<file path="src/rtl/can_pkg.sv">
// Shared CAN bit-timing types: segment encoding and counter widths.
package can_pkg;

    localparam int SEG_W = 2;
    localparam int CNT_W = 5;

    typedef enum logic [SEG_W-1:0] {
        SEG_SYNC  = 2'd0,
        SEG_TSEG1 = 2'd1,
        SEG_TSEG2 = 2'd2
    } can_seg_e;

endpackage

</file>
<file path="src/rtl/can_edge_det.sv">
// Recessive-to-dominant edge qualifier evaluated at time-quantum resolution.
module can_edge_det (
    input  logic clk,
    input  logic rst,
    input  logic tq_tick,
    input  logic rx,
    input  logic rx_bit,
    output logic fall_edge
);

    logic rx_tq;

    always_ff @(posedge clk or posedge rst) begin
        if (rst) begin
            rx_tq <= 1'b1;
        end else if (tq_tick) begin
            rx_tq <= rx;
        end
    end

    // A dominant level after a recessive sample only counts while the last bit was recessive.
    assign fall_edge = tq_tick && rx_tq && !rx && rx_bit;

endmodule

</file>
<file path="src/rtl/can_bit_sync.sv">
// CAN bit timing: SYNC/TSEG1/TSEG2 sequencing, sampling, hard sync and resynchronisation.
module can_bit_sync
    import can_pkg::*;
(
    input  logic             clk,
    input  logic             rst,
    input  logic             tq_tick,
    input  logic [3:0]       tseg1,
    input  logic [2:0]       tseg2,
    input  logic [1:0]       sjw,
    input  logic             rx,
    input  logic             hard_sync_en,
    output logic [SEG_W-1:0] seg,
    output logic             sample_point,
    output logic             bit_tick,
    output logic             rx_bit,
    output logic             resync_flag
);

    function automatic logic [CNT_W-1:0] sat_sub(input logic [CNT_W-1:0] a,
                                                 input logic [CNT_W-1:0] b);
        return (a > b) ? (a - b) : '0;
    endfunction

    function automatic logic [CNT_W-1:0] min_u(input logic [CNT_W-1:0] a,
                                               input logic [CNT_W-1:0] b);
        return (a < b) ? a : b;
    endfunction

    can_seg_e         seg_q;
    logic [CNT_W-1:0] cnt, ext, shrink;
    logic [CNT_W-1:0] t1_len, t2_len, sjw_len;
    logic             resync_used;
    logic             fall_edge;

    logic [CNT_W-1:0] cnt_inc, ext_new, e_tseg2, l1_eff, l2_eff;
    logic             hsync, resync_ok, restart;

    can_edge_det u_edge (
        .clk       (clk),
        .rst       (rst),
        .tq_tick   (tq_tick),
        .rx        (rx),
        .rx_bit    (rx_bit),
        .fall_edge (fall_edge)
    );

    always_comb begin
        cnt_inc   = cnt + 5'd1;
        ext_new   = min_u(cnt_inc, sjw_len);
        e_tseg2   = sat_sub(t2_len, cnt);
        hsync     = fall_edge && hard_sync_en;
        resync_ok = fall_edge && !hard_sync_en && !resync_used && (seg_q != SEG_SYNC);
        // Lengths already reflect a resync applied on this same quantum.
        l1_eff    = t1_len + (((resync_ok && seg_q == SEG_TSEG1)) ? ext_new : ext);
        l2_eff    = (resync_ok && seg_q == SEG_TSEG2) ? sat_sub(t2_len, sjw_len)
                                                      : sat_sub(t2_len, shrink);
        restart   = hsync || (resync_ok && seg_q == SEG_TSEG2 && e_tseg2 <= sjw_len);
    end

    // Timing parameters are captured as a bit begins so mid-bit changes wait for the next bit.
    always_ff @(posedge clk) begin
        if (tq_tick && (seg_q == SEG_SYNC || restart)) begin
            t1_len  <= {1'b0, tseg1} + 5'd1;
            t2_len  <= {2'b00, tseg2} + 5'd1;
            sjw_len <= {3'b000, sjw} + 5'd1;
        end
    end

    always_ff @(posedge clk or posedge rst) begin
        if (rst) begin
            seg_q        <= SEG_SYNC;
            cnt          <= '0;
            ext          <= '0;
            shrink       <= '0;
            rx_bit       <= 1'b1;
            resync_used  <= 1'b0;
            sample_point <= 1'b0;
            bit_tick     <= 1'b0;
            resync_flag  <= 1'b0;
        end else begin
            sample_point <= 1'b0;
            bit_tick     <= 1'b0;
            resync_flag  <= 1'b0;
            if (tq_tick) begin
                if (restart) begin
                    seg_q       <= SEG_TSEG1;
                    cnt         <= '0;
                    ext         <= '0;
                    shrink      <= '0;
                    bit_tick    <= 1'b1;
                    resync_flag <= 1'b1;
                    resync_used <= 1'b1;
                end else begin
                    case (seg_q)
                        SEG_SYNC: begin
                            seg_q <= SEG_TSEG1;
                            cnt   <= '0;
                        end
                        SEG_TSEG1: begin
                            if (resync_ok) begin
                                ext         <= ext_new;
                                resync_flag <= 1'b1;
                                resync_used <= 1'b1;
                            end
                            if (cnt_inc >= l1_eff) begin
                                rx_bit       <= rx;
                                sample_point <= 1'b1;
                                resync_used  <= 1'b0;
                                seg_q        <= SEG_TSEG2;
                                cnt          <= '0;
                            end else begin
                                cnt <= cnt_inc;
                            end
                        end
                        SEG_TSEG2: begin
                            if (resync_ok) begin
                                shrink      <= sjw_len;
                                resync_flag <= 1'b1;
                                resync_used <= 1'b1;
                            end
                            if (cnt_inc >= l2_eff) begin
                                seg_q    <= SEG_SYNC;
                                cnt      <= '0;
                                ext      <= '0;
                                shrink   <= '0;
                                bit_tick <= 1'b1;
                            end else begin
                                cnt <= cnt_inc;
                            end
                        end
                        default: begin
                            seg_q <= SEG_SYNC;
                            cnt   <= '0;
                        end
                    endcase
                end
            end
        end
    end

    assign seg = seg_q;

endmodule

</file>
<file path="config.mk">
export PLATFORM = sky130hd
export DESIGN_NAME = can_bit_sync
export DESIGN_NICKNAME = d
export VERILOG_FILES = /design/src/rtl/can_pkg.sv /design/src/rtl/can_edge_det.sv /design/src/rtl/can_bit_sync.sv
export SDC_FILE = /design/constraint.sdc
export NUM_CORES = 1
export LEC_CHECK = 0
export ABC_AREA = 1
export CAP_MARGIN = 0
export CORE_MARGIN = 2
export CORE_UTILIZATION = 58
export DETAILED_ROUTE_END_ITERATION = 6
export PLACE_DENSITY = 0.88
export SLEW_MARGIN = 20
export SYNTH_ARGS = -nofsm -noshare
export SYNTH_HDL_FRONTEND = slang
export SYNTH_SLANG_ARGS = --single-unit
</file>
<file path="constraint.sdc">
create_clock -name clk -period 4.95 [get_ports clk]
set_clock_uncertainty 0.1 [all_clocks]
set_input_delay 0.7425 -clock clk [delete_from_list [all_inputs] [get_ports clk]]
set_output_delay 0.7425 -clock clk [all_outputs]
set_load 0.1 [all_outputs]
</file>
==> job_summary.md, run 1 <==
## PnR job results

| Metric | Value |
|---|---|
| Status | `finished with violations` |
| Failing checks | `design-rule violations` |
| Count of non-CTS buffers in the layout | `21` |
| Post-Syn Area | `2840 um^2` |
| Commonest cells in the netlist | `nand2_1, inv_1, ha_1` |
| Layout non-clock buf frac | `6.41%` |
| Mux contribution to synthesized area | `0.352%` |
| Yosys xor share | `3.08%` |
| Worst flop-to-flop path endpoint | `seg[0]$_DFFE_PP0P_` |
| Layout area overhead | `12.7%` |
| Setup TNS Final | `0 ns` |
| DIE AREA | `5480 um^2` |
| CTS Sinks | `33` |
| Worst Hold Path EP | `rx_bit$_DFFE_PP1P_` |
| Hold_buf cts | `0` |
| Pre-CTS setup slack | `0.423 ns` |
| Gr ovfl total | `0` |
| Comb pwr share | `62.0%` |
| Comb group | `0.000983 W` |
| M1 WL | `2.63 mm` |
| Nets | `447` |
| Dominant cell area share | `16.7%` |
| Crit path depth | `24` |
| TritonRoute pass-1 iters | `7` |
| GRT met1 Usage | `29.5%` |
| NetSw | `0.000795 W` |
| Adders+Majority by Area | `19.1%` |
| Max Clk Rate | `221 MHz` |
| DP Area | `3110 um^2` |
| Syn avg cell area | `7.74 um^2` |
| CP Class | `register to register` |
| Storage cell area | `888 um^2` |
| Synth area leader | `dfrtp_1` |
| Die width | `74.0 um` |
| # clk buffers | `5` |
| Routing usage on met2 | `42.0%` |
| Post_cts resized | `0` |
| CTS Buffer Depth | `2` |
| Number of port buffers | `19` |
| Asr flop ratio synth | `63.6%` |
| Pre-Place Util | `60.2%` |
| Fin area | `3200 um^2` |
| Synth Instances | `367` |
| Delay-heaviest family, CP | `adder cells` |
| Largest registers | `cnt x5, ext x5, t1_len x5` |
| Final Hold Vio Count | `0` |
| Top non-seq family | `simple AND/OR/NAND/NOR gates` |
| CP Max Fanout | `6` |
| Crit path cell chain | `ha_1 -> xnor2_2 -> inv_1 -> ha_1 -> a21oi_1 -> nand3_1 -> nand2_1 -> o21ai_0 -> ha_1 -> fa_1 -> nand3_1 -> nand2_1 -> xnor2_1 -> xnor2_1 -> ha_1 -> a21oi_1 -> nand2_1 -> nor2_1 -> nand3_1 -> nand2_1 -> nand3_1 -> nand2_1 -> nand2_1 -> nand2_1` |
| Postcts setup bufs | `0` |
| Reg2reg start | `cnt[1]$_DFFE_PP0P_` |
| Crit path top cell by count | `nand2_1` |
| Total power | `0.00158 W` |
| Initial antenna violation count | `0` |
| Internal | `0.000790 W` |
| Max-cap violations | `0` |
| Number of remaining DRC errors | `1` |
| Antenna Nets Post-Route | `0` |
| Max Used Layer | `met4` |
| Cycle use final | `91.4%` |
| CP arrival | `4.66 ns` |
| Cell Pwr Density | `495 nW/um^2` |
| Combinational share of cell area | `53.6%` |
| Routed wl met3 | `212 um` |
| Power share of the clock group | `12.6%` |
| Layout cells sized above 1 | `8.91%` |
| CP Buf/Inv Count | `1` |
| Vias/cell | `5.38` |
| Critical Path End Type | `register` |
| Diode count | `0` |
| Number of global-route vias before repair | `2,338` |
| Final slew viol count | `0` |
| Switching Fraction | `50.1%` |
| Cts bufs inserted | `5` |
| Die Y | `74.0 um` |
| Root Buffer | `clkbuf_8` |
| Max power group | `combinational logic` |
| Hold Path Stages | `2` |
| Synth Warn # | `0` |
| Worst-path clk slew | `0.07 ns` |
| Crit path launch type | `register` |
| Seq cells | `33` |
| # IOs | `20` |
| Non-clock inverters | `59` |
| Setup ws final | `0.427 ns` |
| Clk cell area share | `2.70%` |
| Yosys cell types | `36` |
| Wire per inst | `12.8 um` |
| CTS tree | `built` |
| Comb gates | `272` |
| Cells after DPL | `452` |
| Routed vias | `2,477` |
| Ys flop type | `dfrtp_1` |
| WHS | `0.373 ns` |
| Total wire length | `5.89 mm` |
| Slew margin rel. | `35.7%` |
| Synth Register Bits | `33` |
| Minimum clock period | `4.52 ns` |
| Top-count cell post-synth | `nand2_1` |
| Min-delay src | `rx_bit$_DFFE_PP1P_` |
| Worst path required time | `5.08 ns` |
| Most frequent cells in the layout | `nand2_1, inv_1, ha_1` |
| Gr busiest metal | `met2` |
| Synth Seq Share | `31.3%` |
| Sequential share of cell area | `27.7%` |
| Reg2Reg Depth | `24` |
| Simple share | `31.7%` |
| Largest class | `logic gates` |
| Synth Net Count | `422` |
| Core region area | `4720 um^2` |
### Placement by cell class, run 1

Bar = 20 um. Fill, decap, tap and diode cells in grey.
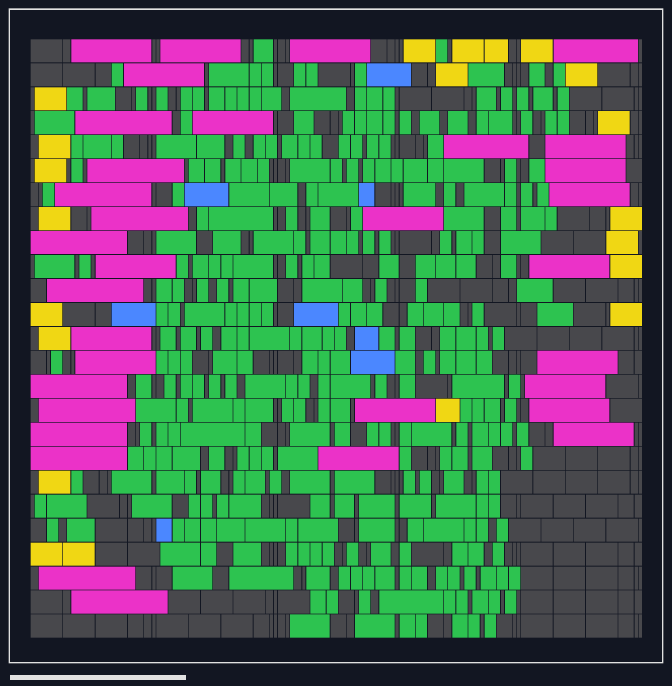
colour	class	cells	share of their area
yellow	other buffers and delay cells	21	6.6%
blue	clock drivers and dummy loads	8	2.8%
green	all other logic	331	62%
magenta	flip-flops	33	28%

### Power grid, run 1

Pins as bars on the die edge. Tap cells in grey.
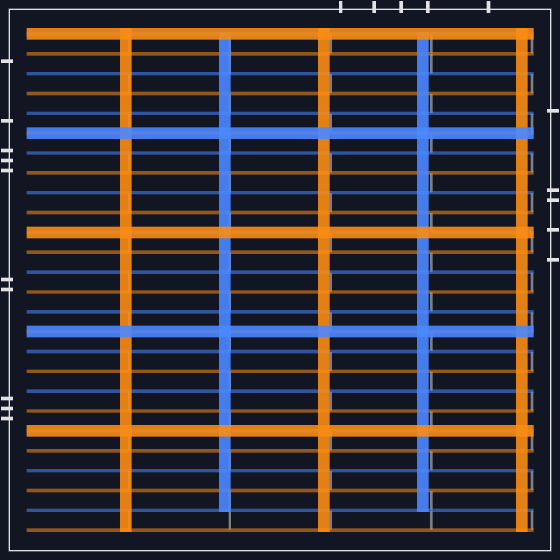
colour	net
orange	VSS
blue	VDD
signal pins	20
tap cells	67

### Placement view, run 1

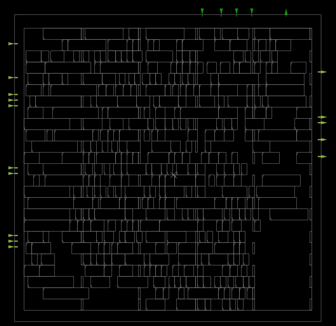
Finished Core Util: 67.8%
Cell Count, Final, Fillers Out: 460

### Signal wires on met2, run 1

Bar = 20 um.
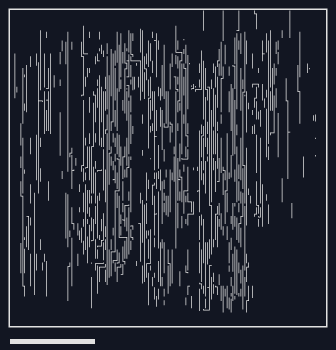

--- run 2 (diff from run 1) ---
--- a/config.mk
+++ b/config.mk
@@ -10,6 +10,8 @@
 export CORE_MARGIN = 2
 export CORE_UTILIZATION = 58
 export DETAILED_ROUTE_END_ITERATION = 6
+export HOLD_SLACK_MARGIN = 0.06
+export MAX_ROUTING_LAYER = met4
 export PLACE_DENSITY = 0.88
 export SLEW_MARGIN = 20
 export SYNTH_ARGS = -nofsm -noshare
### Signal wires on met2, run 2

Bar = 20 um.
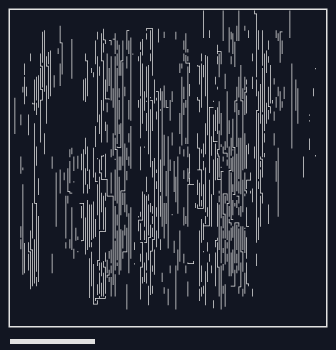
nets with wire on the layer	356
longest straight run	34.3 um

==> job_summary.md, run 2 <==
## PnR job results

| Metric | Value |
|---|---|
| Cell Count, Final, Fillers Out | `459 (-0.22%)` |
| Fill count | `382` |
| Setup TNS Final | `0 ns (unchanged)` |
| Min-delay src | `rx_bit$_DFFE_PP1P_` |
| Gr ovfl total | `0 (unchanged)` |
| Mux contribution to synthesized area | `0.352% (unchanged)` |
| Crit path launch type | `register` |
| Clk latency late pin | `0.29 ns` |
| Synth Seq Share | `31.3% (unchanged)` |
| Nets | `446 (-0.22%)` |
| Fin area | `3250 um^2 (+1.4%)` |
| Final slew viol count | `0 (unchanged)` |
| Most frequent cells in the layout | `nand2_1, inv_1, ha_1` |
| CTS tree | `built` |
| # clk buffers | `5 (unchanged)` |
| Routed wl met3 | `298 um (+41%)` |
| Cells after DPL | `451 (-0.22%)` |
| Hold_buf cts | `0 (unchanged)` |
| Finished Core Util | `68.8% (+0.98 points)` |
| Die width | `74.0 um (unchanged)` |
| Synth Warn # | `0 (unchanged)` |
| Postcts setup bufs | `0 (unchanged)` |
| Pre-CTS setup slack | `0.271 ns (-0.153 ns)` |
| Switching Fraction | `47.4% (-2.7 points)` |
| Max Clk Rate | `222 MHz (+0.55%)` |
| Adders+Majority by Area | `19.1% (unchanged)` |
| Max-cap violations | `0 (unchanged)` |
| Count of non-CTS buffers in the layout | `20 (-4.8%)` |
| Initial antenna violation count | `0 (unchanged)` |
| Post_cts resized | `0 (unchanged)` |
| Cell Pwr Density | `523 nW/um^2 (+5.6%)` |
| CP Max Fanout | `10 (+4)` |
| Pre-Place Util | `60.2% (unchanged)` |
| CP arrival | `4.63 ns (-0.03 ns)` |
| Max power group | `combinational logic` |
| Ys flop type | `dfrtp_1` |
| Storage cell area | `888 um^2 (unchanged)` |
| Worst Hold Path EP | `rx_bit$_DFFE_PP1P_` |
| Synth area leader | `dfrtp_1` |
| Reg2reg start | `cnt[0]$_DFFE_PP0P_` |
| Setup ws final | `0.451 ns (+0.0247 ns)` |
| Minimum clock period | `4.50 ns (-0.0247 ns)` |
| Gr busiest metal | `met2` |
| Total power | `0.00170 W (+7.2%)` |
| CTS Buffer Depth | `2 (unchanged)` |
| Worst-path clk slew | `0.07 ns (about the same)` |
| Diode count | `0 (unchanged)` |
| Root Buffer | `clkbuf_8` |
| Wire per inst | `13.1 um (+2.6%)` |
| CP Class | `register to register` |
| Crit path top cell by count | `nand2_1` |
| Worst path required time | `5.08 ns (about the same)` |
| Reg2Reg Depth | `24 (unchanged)` |
| Number of port buffers | `19 (unchanged)` |
| Layout cells sized above 1 | `9.18% (+0.28 points)` |
| Core region area | `4720 um^2 (unchanged)` |
| Simple share | `31.7% (unchanged)` |
| Top-count cell post-synth | `nand2_1` |
| Internal | `0.000893 W (+13%)` |
| Largest class | `logic gates` |
| M1 WL | `2.77 mm (+5.2%)` |
| Vias/cell | `5.37 (-0.27%)` |
| Htree depth | `2` |
| Largest registers | `cnt x5, ext x5, t1_len x5` |
| Antenna Nets Post-Route | `0 (unchanged)` |
| Slew margin rel. | `35.6% (-0.092 points)` |
| Total wire length | `6.03 mm (+2.4%)` |
| Crit path cell chain | `ha_1 -> xnor2_2 -> inv_1 -> ha_1 -> a21oi_2 -> nand3_1 -> nand2_1 -> o21ai_0 -> ha_1 -> fa_1 -> nand3_1 -> nand2_1 -> xnor2_1 -> xnor2_1 -> ha_1 -> a21oi_1 -> nand2_1 -> nor2_2 -> nand3_1 -> nand2_1 -> nand3_1 -> nand2_1 -> nand2_1 -> nand2_1` |
| Synth Register Bits | `33 (unchanged)` |
| Number of remaining DRC errors | `0 (-1)` |
| CTS Sinks | `33 (unchanged)` |
| Dominant cell area share | `16.7% (unchanged)` |
| CP Buf/Inv Count | `1 (unchanged)` |
| Non-clock inverters | `59 (unchanged)` |
| Synth Net Count | `422 (unchanged)` |
| Comb pwr share | `58.2% (-3.8 points)` |
| Critical Path End Type | `register` |
| Synth area leaders | `dfrtp_1, ha_1, nand2_1` |
| Commonest cells in the netlist | `nand2_1, inv_1, ha_1` |
| Number of global-route vias before repair | `2,389 (+2.2%)` |
| Hold Path Stages | `2 (unchanged)` |
| DP Area | `3100 um^2 (-0.24%)` |
| Area figure in the yosys stat output | `2840 um^2` |
| WHS | `0.373 ns (-0.000315 ns)` |
| Final Hold Vio Count | `0 (unchanged)` |
| DIE AREA | `5480 um^2 (unchanged)` |
| Least-Margin Pin Slew | `0.963 ns` |
| Comb gates | `272 (unchanged)` |
| Leak Pwr | `1.72 nW` |
| Comb group | `0.000989 W (+0.6%)` |
| Yosys xor share | `3.08% (unchanged)` |
| Die Y | `74.0 um (unchanged)` |
| NetSw | `0.000805 W (+1.3%)` |
| Seq cells | `33 (unchanged)` |
| Post-Syn Area | `2840 um^2 (unchanged)` |
| Logic area | `1720 um^2` |
| Synth Instances | `367 (unchanged)` |
| Max Used Layer | `met4` |
| Status | `complete, no violations` |
| Layout area overhead | `14.3%` |
| Crit path depth | `24 (unchanged)` |
| Sequential share of cell area | `27.3% (-0.40 points)` |
| Combinational share of cell area | `53.0% (-0.57 points)` |
| Syn avg cell area | `7.74 um^2 (unchanged)` |
| Flip-flops with a built-in enable | `12` |
| Cts bufs inserted | `5 (unchanged)` |
| Routing usage on met2 | `41.5% (-0.50 points)` |
| # IOs | `20 (unchanged)` |
| Layout non-clock buf frac | `6.09% (-0.32 points)` |
| Clk cell area share | `4.12% (+1.4 points)` |
| Asr flop ratio synth | `63.6% (unchanged)` |
| Delay-heaviest family, CP | `adder cells` |
### Power grid, run 2

Pins as bars on the die edge. Tap cells in grey.
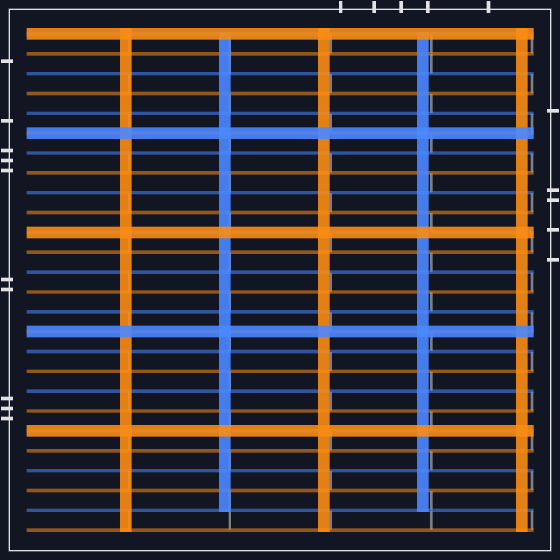
colour	net
blue	VDD
orange	VSS
signal pins	20
tap cells	67
rows	25
met5 straps	5

### Routed clock nets over the placement, run 2

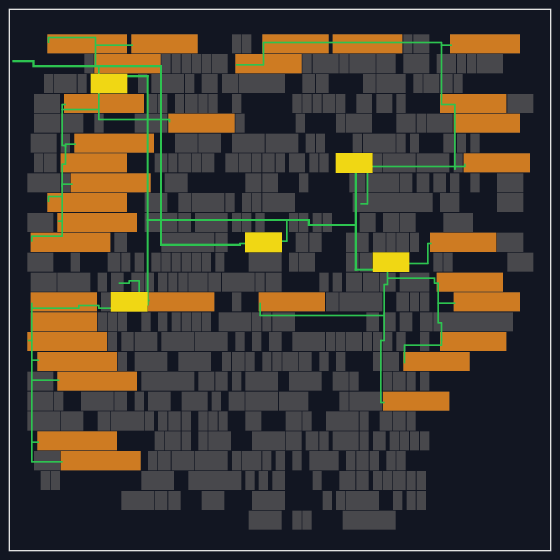

--- run 3 (diff from run 2) ---
--- a/config.mk
+++ b/config.mk
@@ -7,7 +7,6 @@
 export LEC_CHECK = 0
 export ABC_AREA = 1
 export CAP_MARGIN = 0
-export CORE_MARGIN = 2
 export CORE_UTILIZATION = 58
 export DETAILED_ROUTE_END_ITERATION = 6
 export HOLD_SLACK_MARGIN = 0.06
### Routed clock nets over the placement, run 3

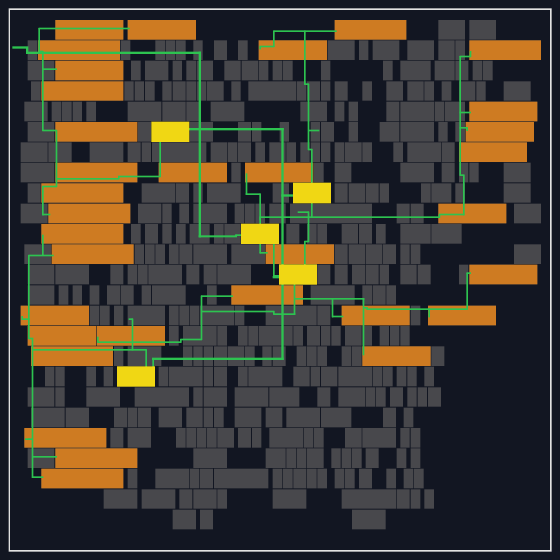
[green] clock wires | length: 476 um
[orange] flip-flops | count: 33
[yellow] cells driving clock nets | count: 5
routed clock nets	6
power share of the clock group: 15.9%
clk latency late pin: 0.29 ns
clock group total power: 0.000267 W

### Power grid, run 3

Pins as bars on the die edge. Tap cells in grey.
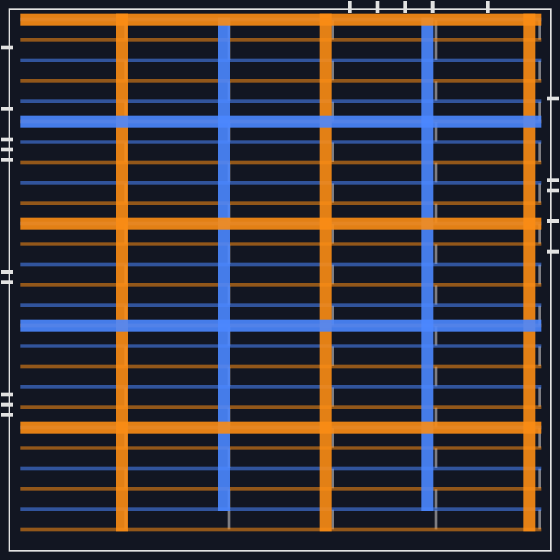
colour	net
orange	VSS
blue	VDD
rows	25
signal pins	20
core region area: 4720 um^2
Die Y: 72.0 um
Max IR drop VDD: 266 uV
die width: 72.0 um

==> job_summary.md, run 3 <==
## PnR job results

| Metric | Value |
|---|---|
| Pre-Place Util | `60.2% (unchanged)` |
| Total wire length | `6.28 mm (+4.1%)` |
| Internal | `0.000859 W (-3.9%)` |
| Setup TNS Final | `0 ns (unchanged)` |
| Setup ws final | `0.434 ns (-0.0169 ns)` |
| Ys flop type | `dfrtp_1` |
| Comb gates | `272 (unchanged)` |
| Synth Seq Share | `31.3% (unchanged)` |
| Adders+Majority by Area | `19.1% (unchanged)` |
| Max power group | `combinational logic` |
| Gr ovfl total | `0 (unchanged)` |
| Min-delay src | `ext[3]$_DFFE_PP0P_` |
| CP Class | `register to register` |
| Antenna Nets Post-Route | `0 (unchanged)` |
| Final slew viol count | `0 (unchanged)` |
| Simple share | `31.7% (unchanged)` |
| CTS Buffer Depth | `2 (unchanged)` |
| Syn avg cell area | `7.74 um^2 (unchanged)` |
| WHS | `0.376 ns (+0.00292 ns)` |
| Root Buffer | `clkbuf_8` |
| Pre-CTS setup slack | `0.275 ns (+0.00439 ns)` |
| Nets | `446 (unchanged)` |
| Worst Hold Path EP | `ext[3]$_DFFE_PP0P_` |
| Leak Pwr | `1.71 nW (-0.72%)` |
| Slew margin rel. | `35.9% (+0.31 points)` |
| CP arrival | `4.65 ns (+0.02 ns)` |
| Delay-heaviest family, CP | `adder cells` |
| Crit path depth | `24 (unchanged)` |
| M1 WL | `2.73 mm (-1.7%)` |
| Synth area leader | `dfrtp_1` |
| Comb group | `0.00100 W (about the same)` |
| Crit path launch type | `register` |
| Htree depth | `2 (unchanged)` |
| Number of port buffers | `19 (unchanged)` |
| Finished Core Util | `68.3% (-0.42 points)` |
| Status | `complete, no violations` |
| CP Buf/Inv Count | `1 (unchanged)` |
| Synth Register Bits | `33 (unchanged)` |
| Number of remaining DRC errors | `0 (unchanged)` |
| Critical Path End Type | `register` |
| Routing usage on met2 | `45.8% (+4.3 points)` |
| Largest registers | `cnt x5, ext x5, t1_len x5` |
| Clk cell area share | `3.60% (-0.52 points)` |
| Count of non-CTS buffers in the layout | `20 (unchanged)` |
| Combinational share of cell area | `53.3% (+0.21 points)` |
| Most frequent cells in the layout | `nand2_1, inv_1, ha_1` |
| Postcts setup bufs | `0 (unchanged)` |
| CP Max Fanout | `10 (unchanged)` |
| Dominant cell area share | `16.7% (unchanged)` |
| Least-Margin Pin Slew | `0.958 ns (-0.00463 ns)` |
| DIE AREA | `5180 um^2 (-5.3%)` |
| Synth Net Count | `422 (unchanged)` |
| Vias/cell | `5.62 (+4.6%)` |
| Synth area leaders | `dfrtp_1, ha_1, nand2_1` |
| Hold Path Stages | `2 (unchanged)` |
| Initial antenna violation count | `0 (unchanged)` |
| Final Hold Vio Count | `0 (unchanged)` |
| Post_cts resized | `0 (unchanged)` |
| Commonest cells in the netlist | `nand2_1, inv_1, ha_1` |
| Worst path required time | `5.09 ns (about the same)` |
| Crit path top cell by count | `nand2_1` |
| Cell Pwr Density | `520 nW/um^2 (-0.61%)` |
| Comb pwr share | `59.8% (+1.6 points)` |
| Yosys xor share | `3.08% (unchanged)` |
| Asr flop ratio synth | `63.6% (unchanged)` |
| Crit path cell chain | `ha_1 -> xnor2_2 -> inv_1 -> ha_1 -> a21oi_1 -> nand3_1 -> nand2_1 -> o21ai_0 -> ha_1 -> fa_1 -> nand3_1 -> nand2_1 -> xnor2_1 -> xnor2_1 -> ha_1 -> a21oi_1 -> nand2_1 -> nor2_2 -> nand3_1 -> nand2_1 -> nand3_1 -> nand2_1 -> nand2_1 -> nand2_1` |
| Max Clk Rate | `221 MHz (-0.37%)` |
| Seq cells | `33 (unchanged)` |
| DP Area | `3100 um^2 (unchanged)` |
| Area figure in the yosys stat output | `2840 um^2 (unchanged)` |
| Switching Fraction | `48.8% (+1.4 points)` |
| Cells after DPL | `451 (unchanged)` |
| Hold_buf cts | `0 (unchanged)` |
| Synth Warn # | `0 (unchanged)` |
| Reg2Reg Depth | `24 (unchanged)` |
| CTS tree | `built` |
| Sequential share of cell area | `27.6% (+0.21 points)` |
| Layout non-clock buf frac | `6.12% (+0.038 points)` |
| Layout area overhead | `13.6%` |
Power is estimated from default activity; no workload was simulated.
